Clock nets:
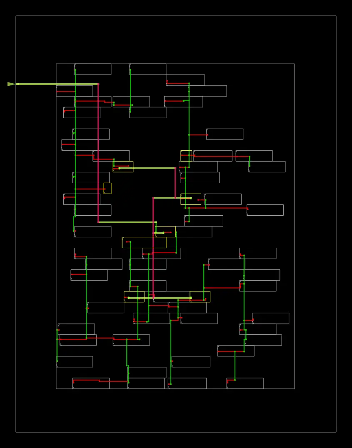
Drive-strength map:
Scale bar: 20 um.
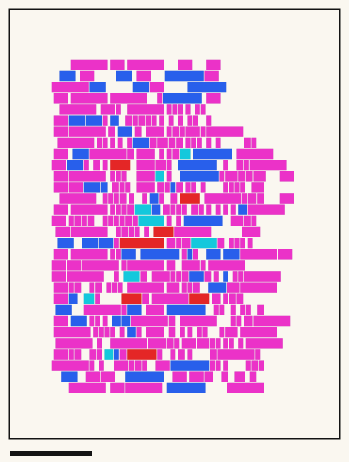
Selected gate families:
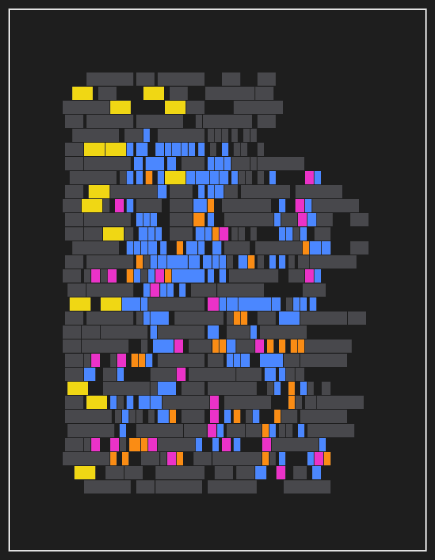
Register map, names as in the netlist:
Other sequential cells in the stronger gray, the rest of the logic in the fainter gray.
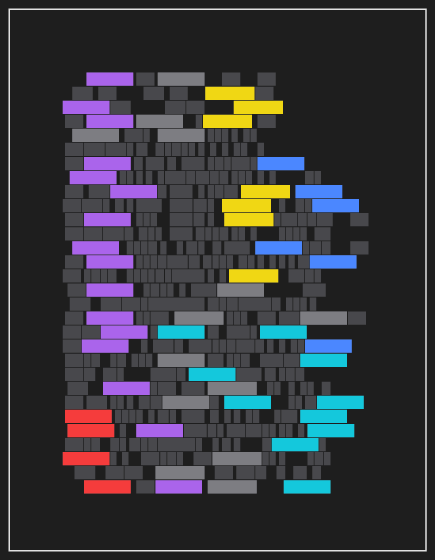
`config.mk`:
```
export PLATFORM = sky130hd
export DESIGN_NAME = seg7_scan_driver
export DESIGN_NICKNAME = d
export VERILOG_FILES = /design/src/rtl/seg7_scan_driver.sv
export SDC_FILE = /design/constraint.sdc
export NUM_CORES = 1
export LEC_CHECK = 0
export ABC_AREA = 1
export CAP_MARGIN = 25
export CORE_ASPECT_RATIO = 1.4
export CORE_MARGIN = 10
export CORE_UTILIZATION = 59
export DETAILED_ROUTE_END_ITERATION = 10
export MAX_ROUTING_LAYER = met4
export PLACE_DENSITY = 0.87
export SYNTH_ARGS = -nofsm -noshare
export SYNTH_HDL_FRONTEND = slang
export SYNTH_SLANG_ARGS = --single-unit
```
`constraint.sdc`:
```
create_clock -name CLK -period 5 [get_ports CLK]
set_input_delay 1 -clock CLK [delete_from_list [all_inputs] [get_ports CLK]]
set_output_delay 1 -clock CLK [all_outputs]
set_load 0.01 [all_outputs]
```
`src/rtl/seg7_scan_driver.sv`:
```
// Multiplexed 7-segment driver: shadowed digits, leading-zero blanking, per-digit blink, polarity select.
// Optional feature macro SEG7_SCAN_HEX_EN: nibbles 10..15 show as A b C d E F instead of blank.
module seg7_scan_driver #(
    parameter int NUM_DIGITS   = 4,
    parameter int SCAN_DIV     = 1000,
    parameter int BLINK_FRAMES = 64,
    parameter int ACTIVE_LOW   = 1,
    parameter int LZ_BLANK     = 1
) (
    input  logic                    CLK,
    input  logic                    CLR,
    input  logic                    CE,
    input  logic                    load,
    input  logic [4*NUM_DIGITS-1:0] digits,
    input  logic [NUM_DIGITS-1:0]   dp_in,
    input  logic [NUM_DIGITS-1:0]   blink_mask,
    output logic [6:0]              seg,
    output logic                    dp_out,
    output logic [NUM_DIGITS-1:0]   an,
    output logic                    frame_done
);

    localparam int IDX_W   = (NUM_DIGITS > 1)   ? $clog2(NUM_DIGITS)   : 1;
    localparam int PRESC_W = (SCAN_DIV > 1)     ? $clog2(SCAN_DIV)     : 1;
    localparam int FRAME_W = (BLINK_FRAMES > 1) ? $clog2(BLINK_FRAMES) : 1;

    localparam logic                  INV     = (ACTIVE_LOW != 0);
    localparam logic [6:0]            SEG_OFF = INV ? 7'h7F : 7'h00;
    localparam logic [NUM_DIGITS-1:0] AN_OFF  = INV ? {NUM_DIGITS{1'b1}} : {NUM_DIGITS{1'b0}};

    function automatic logic [6:0] decode(input logic [3:0] nib);
        logic [6:0] s;
        s = 7'h00;
        case (nib)
            4'h0: s = 7'h3F;
            4'h1: s = 7'h06;
            4'h2: s = 7'h5B;
            4'h3: s = 7'h4F;
            4'h4: s = 7'h66;
            4'h5: s = 7'h6D;
            4'h6: s = 7'h7D;
            4'h7: s = 7'h07;
            4'h8: s = 7'h7F;
            4'h9: s = 7'h6F;
`ifdef SEG7_SCAN_HEX_EN
            4'hA: s = 7'h77;
            4'hB: s = 7'h7C;
            4'hC: s = 7'h39;
            4'hD: s = 7'h5E;
            4'hE: s = 7'h79;
            4'hF: s = 7'h71;
`endif
            default: s = 7'h00;
        endcase
        return s;
    endfunction

    logic [PRESC_W-1:0]      presc_q, presc_d;
    logic [IDX_W-1:0]        idx_q, idx_d;
    logic [FRAME_W-1:0]      frame_cnt_q, frame_cnt_d;
    logic                    phase_q, phase_d;
    logic [4*NUM_DIGITS-1:0] dig_q, dig_d;
    logic [NUM_DIGITS-1:0]   dp_q, dp_d;
    logic [NUM_DIGITS-1:0]   blink_q, blink_d;
    logic [6:0]              seg_q, seg_d;
    logic                    dp_out_q, dp_out_d;
    logic [NUM_DIGITS-1:0]   an_q, an_d;
    logic                    frame_done_q, frame_done_d;

    logic                    presc_wrap, idx_last, frame_wrap, frame_last;
    logic [NUM_DIGITS-1:0]   lz_keep;
    logic [3:0]              cur_nib;
    logic                    blank;
    logic [6:0]              seg_ah;
    logic                    dp_ah;
    logic [NUM_DIGITS-1:0]   an_ah;

    assign presc_wrap = (presc_q == PRESC_W'(SCAN_DIV - 1));
    assign idx_last   = (idx_q == IDX_W'(NUM_DIGITS - 1));
    assign frame_wrap = presc_wrap && idx_last;
    assign frame_last = (frame_cnt_q == FRAME_W'(BLINK_FRAMES - 1));

    // A digit survives leading-zero blanking once any nibble at or above it is nonzero.
    always_comb begin
        logic seen;
        seen    = 1'b0;
        lz_keep = '0;
        for (int i = NUM_DIGITS - 1; i >= 0; i--) begin
            seen       = seen | (dig_q[4*i +: 4] != 4'h0);
            lz_keep[i] = seen || (i == 0);
        end
    end

    assign cur_nib = dig_q[{idx_q, 2'b00} +: 4];
    assign blank   = ((LZ_BLANK != 0) && !lz_keep[idx_q]) || (phase_q && blink_q[idx_q]);
    assign seg_ah  = blank ? 7'h00 : decode(cur_nib);
    assign dp_ah   = !blank && dp_q[idx_q];
    assign an_ah   = NUM_DIGITS'(1) << idx_q;

    // NOTE: every next-state signal takes its held value first, so no path through this block can infer a latch.
    always_comb begin
        presc_d      = presc_q;
        idx_d        = idx_q;
        frame_cnt_d  = frame_cnt_q;
        phase_d      = phase_q;
        dig_d        = dig_q;
        dp_d         = dp_q;
        blink_d      = blink_q;
        seg_d        = seg_q;
        dp_out_d     = dp_out_q;
        an_d         = an_q;
        frame_done_d = 1'b0;
        if (CE) begin
            if (load) begin
                dig_d   = digits;
                dp_d    = dp_in;
                blink_d = blink_mask;
            end
            presc_d = presc_wrap ? '0 : presc_q + 1'b1;
            if (presc_wrap) begin
                idx_d = idx_last ? '0 : idx_q + 1'b1;
            end
            if (frame_wrap) begin
                frame_done_d = 1'b1;
                if (frame_last) begin
                    frame_cnt_d = '0;
                    phase_d     = ~phase_q;
                end else begin
                    frame_cnt_d = frame_cnt_q + 1'b1;
                end
            end
            // Outputs sample the pre-edge index and shadows, so a load shows one CE cycle later.
            seg_d    = INV ? ~seg_ah : seg_ah;
            dp_out_d = INV ? ~dp_ah  : dp_ah;
            an_d     = INV ? ~an_ah  : an_ah;
        end
    end

    // NOTE: state updates use non-blocking assignments so every register samples pre-edge values.
    // NOTE: the shadow digit registers are reset too, so a fresh power-up shows a defined "0".
    always_ff @(posedge CLK or posedge CLR) begin
        if (CLR) begin
            presc_q      <= '0;
            idx_q        <= '0;
            frame_cnt_q  <= '0;
            phase_q      <= 1'b0;
            dig_q        <= '0;
            dp_q         <= '0;
            blink_q      <= '0;
            seg_q        <= SEG_OFF;
            dp_out_q     <= INV;
            an_q         <= AN_OFF;
            frame_done_q <= 1'b0;
        end else begin
            presc_q      <= presc_d;
            idx_q        <= idx_d;
            frame_cnt_q  <= frame_cnt_d;
            phase_q      <= phase_d;
            dig_q        <= dig_d;
            dp_q         <= dp_d;
            blink_q      <= blink_d;
            seg_q        <= seg_d;
            dp_out_q     <= dp_out_d;
            an_q         <= an_d;
            frame_done_q <= frame_done_d;
        end
    end

    assign seg        = seg_q;
    assign dp_out     = dp_out_q;
    assign an         = an_q;
    assign frame_done = frame_done_q;

endmodule

```
==> qor.txt <==
outcome -> complete, no violations
Commonest cells post-synth -> 80 x nand2_1, 50 x nor2_1, 44 x dfrtp_1
clock root cell -> clkbuf_8
Slew Viols, Final -> 0
Routed wire per std cell -> 13.27 um
crit share post-route -> 0.4820
Max Fclk -> 414.9 MHz
RR Startpoint -> idx_q[0]$_DFFE_PP0P_
Worst R2R End -> seg[5]$_DFFE_PP1P_
drt first pass iters -> 4
total power after layout -> 1.141 mW
final hold viol count -> 0
worst hold stages -> 2
detailed-route DRC error count -> 0
# Cells Yosys -> 346
IO Count -> 41
vias in the first global route -> 2351
Max stage delay on crit path -> 560 ps
Core Area -> 4880 um2
CTS Hold Buffers Added -> 0
CTS clk-pin slew, worst paths -> 100 ps
first-pass GRT wire length -> 10230 um
P&R area growth vs syn -> 17.83%
HPWL Detailed -> 4591 um
remaining global-route overflow -> 0
mapped cell area -> 3010 um2
count of tool warnings -> 33
cell area after placement -> 3436 um2
clock share of power -> 0.258
Layout Skew -> 9.893 ps
IR drop worst, VDD -> 218.9 uV
slew of the pin with the lowest slew margin -> 676.6 ps
Synth top cell by count -> nand2_1
Setup violations, final -> 0
Die H -> 104.5 um
vias after detailed routing -> 2323
number of DRC markers in iteration 0 -> 134
Leakage -> 1.725 nW
PwrDens -> 321.6 nW/um2
Antenna Nets Post-Route -> 0
design area -> 3547 um2
Avg Cell Area, Syn -> 8.701 um2
Clock Tree Buf Depth -> 2
Final nets -> 423
main area contributors -> dfrtp_1 37%, dfstp_2 10%, nand2_1 10%, nor2_1 6.2%, mux2_2 5.6%
buffers and inverters on the worst path -> 1
Yosys warnings -> 0
Worst slew margin -> 0.5489
TNS Setup -> 0 ps
WL final -> 5957 um
Synth flops -> 56
Synth Seq Share -> 0.4705
gr usage total -> 0.1515
largest net degree at the start of global routing -> 37
GPL Wtd Cong -> 0.8993
pre-CTS setup slack -> 2269 ps
Gate Count Post-Synth -> 346
Flop pwr share -> 0.515
R2R Setup Slk -> 2850 ps
Worst R2R Path Depth -> 11
Sw Pwr -> 0.3367 mW
number of max-cap violations -> 0
CTS tree -> built
Min-Delay Startpoint -> seg[3]$_DFFE_PP1P_
Int Power -> 0.8039 mW
Worst Hold End -> seg[3]$_DFFE_PP1P_
Hold WC Path Type -> flop to flop
main flop type -> dfrtp_1
crit path max fanout -> 2
CP max-delay cell -> dfstp_2
post-cts resize count -> 0
Period minus WS final -> 2410 ps
CP startpoint kind -> flop
worst path arrival time -> 1410 ps
top logic cells by instance count in the layout -> 80 x nand2_1, 50 x nor2_1, 44 x dfrtp_1, 40 x clkdlybuf4s50_1, 27 x inv_1
placed cell count -> 441
cts bufs inserted -> 5
Cell Type Count -> 34
chip area -> 8400 um2
port bufs -> 40
CP Cell Sequence -> clkdlybuf4s50_1
H-tree depth -> 2
Syn Nets -> 385
Setup CP Type -> flop to output pin
number of enable flip-flop cells -> 0
share of total power in combinational logic -> 0.227
initial antenna violation count -> 0
Yosys Chip Area -> 3010 um2
starting density of the core -> 0.6169
Final Util -> 0.7269
WHS -> 495.3 ps
RSZ-0062 raised after global routing -> false
Synth top area share -> 0.3658
FP Rows -> 30
crit path launch -> dp_out$_DFFE_PP1P_
Setup Fix Bufs, Post-CTS -> 0
Final Instance Count excl. Fillers -> 449
crit path DRT -> 4000 ps
Crit path max-delay family -> flip-flops
die extent in x -> 80.37 um
fin worst setup slack -> 2590 ps
most common logic cell in the routed design -> nand2_1
via density per instance -> 5.174
Switching Share -> 0.2952
area leader, netlist -> dfrtp_1
fraction of layout cells with a size suffix above 1 -> 0.1636
Crit. End Element -> output pin
post-synthesis async set-or-reset flop share -> 1.000
antenna cell count -> 0
Back to the opening pictures, 'clock nets':
clk latency late pin: 310 ps
CLK BUF: 5
clock sinks: 56

Back to the opening pictures, 'drive-strength map':
[cyan] _3 and _4 cells | cells: 8 | share: 2.1%
[blue] _2 cells | cells: 48 | share: 12% | most used: mux2_2
[red] _6 and larger | cells: 7 | share: 1.8% | most used: clkbuf_8
[magenta] _0 and _1 cells | cells: 322 | share: 84% | most used: nand2_1

Back to the opening pictures, 'selected gate families':
[yellow] multiplexers | cells: 15 | most used: mux2_2
[orange] inverters | cells: 33 | most used: inv_1
[blue] NAND gates | cells: 127 | most used: nand2_1
[magenta] inverting AOI/OAI gates | cells: 27 | most used: a21oi_1

Back to the opening pictures, 'register map, names as in the netlist':
[blue] frame_cnt_q | sequential cells: 6 | where: middle right
[red] blink_q | sequential cells: 4 | where: lower left
[cyan] presc_q | sequential cells: 10
[yellow] seg | sequential cells: 7
[purple] dig_q | sequential cells: 16
not colored: 13

## layout make-up
class / count / area (um2)
clock inverter: 3 / 42.54
inverter: 33 / 128.9
tap: 64 / 80.08
multi-input combinational: 246 / 1383
clock buffer: 5 / 68.82
timing repair buffer: 42 / 427.9
sequential: 56 / 1416
fill: 354 / 1333
## cell families after synthesis
group / share of synthesized area
buffers and inverters: 0.07024
and+or+nand+nor: 0.2864
DFF: 0.4705
xor gates and xnor gates: 0.02327
adders and majority gates: 0.04572
muxes: 0.05611
AOI/OAI and AO/OA: 0.04780
## per-layer routing
metal	vias to the layer above	wire length (um)	global-route usage
li1	1171	-	-
met4	0	82	0.05303
met1	1108	2502	0.1668
met3	9	151	0.03114
met2	35	3220	0.2585
met5	-	0	-
## how the worst max path moves through the flow
stage	end	slack, ps	cells past startpoint
2_1_floorplan	blink_q[0]$_DFFE_PP0P_	2650	1
3_3_place_gp	dig_q[2]$_DFFE_PP0P_	2320	4
3_5_place_dp	dp_q[0]$_DFFE_PP0P_	2270	4
4_1_cts	dp_out	2580	1
5_1_grt	presc_q[9]$_DFFE_PP0P_	2410	7
6_report	dp_out	2590	1
## state kept, by name, indices dropped and copies added (netlist names), 2 cells and up
name	count
an	4
blink_q	4
presc_q	10
seg	7
frame_cnt_q	6
dig_q	16
idx_q	2
dp_q	4
## power groups by stage
| stage | clock network [mW] | logic [mW] | registers, mW |
|---|---|---|---|
| 2_1_floorplan | 0 | 0.168 | 0.589 |
| 3_3_place_gp | 0 | 0.246 | 0.592 |
| 3_5_place_dp | 0 | 0.260 | 0.596 |
| 4_1_cts | 0.301 | 0.262 | 0.587 |
| 5_1_grt | 0.321 | 0.294 | 0.596 |
| 6_report | 0.295 | 0.259 | 0.587 |
Power and IR drop assume default switching activity.
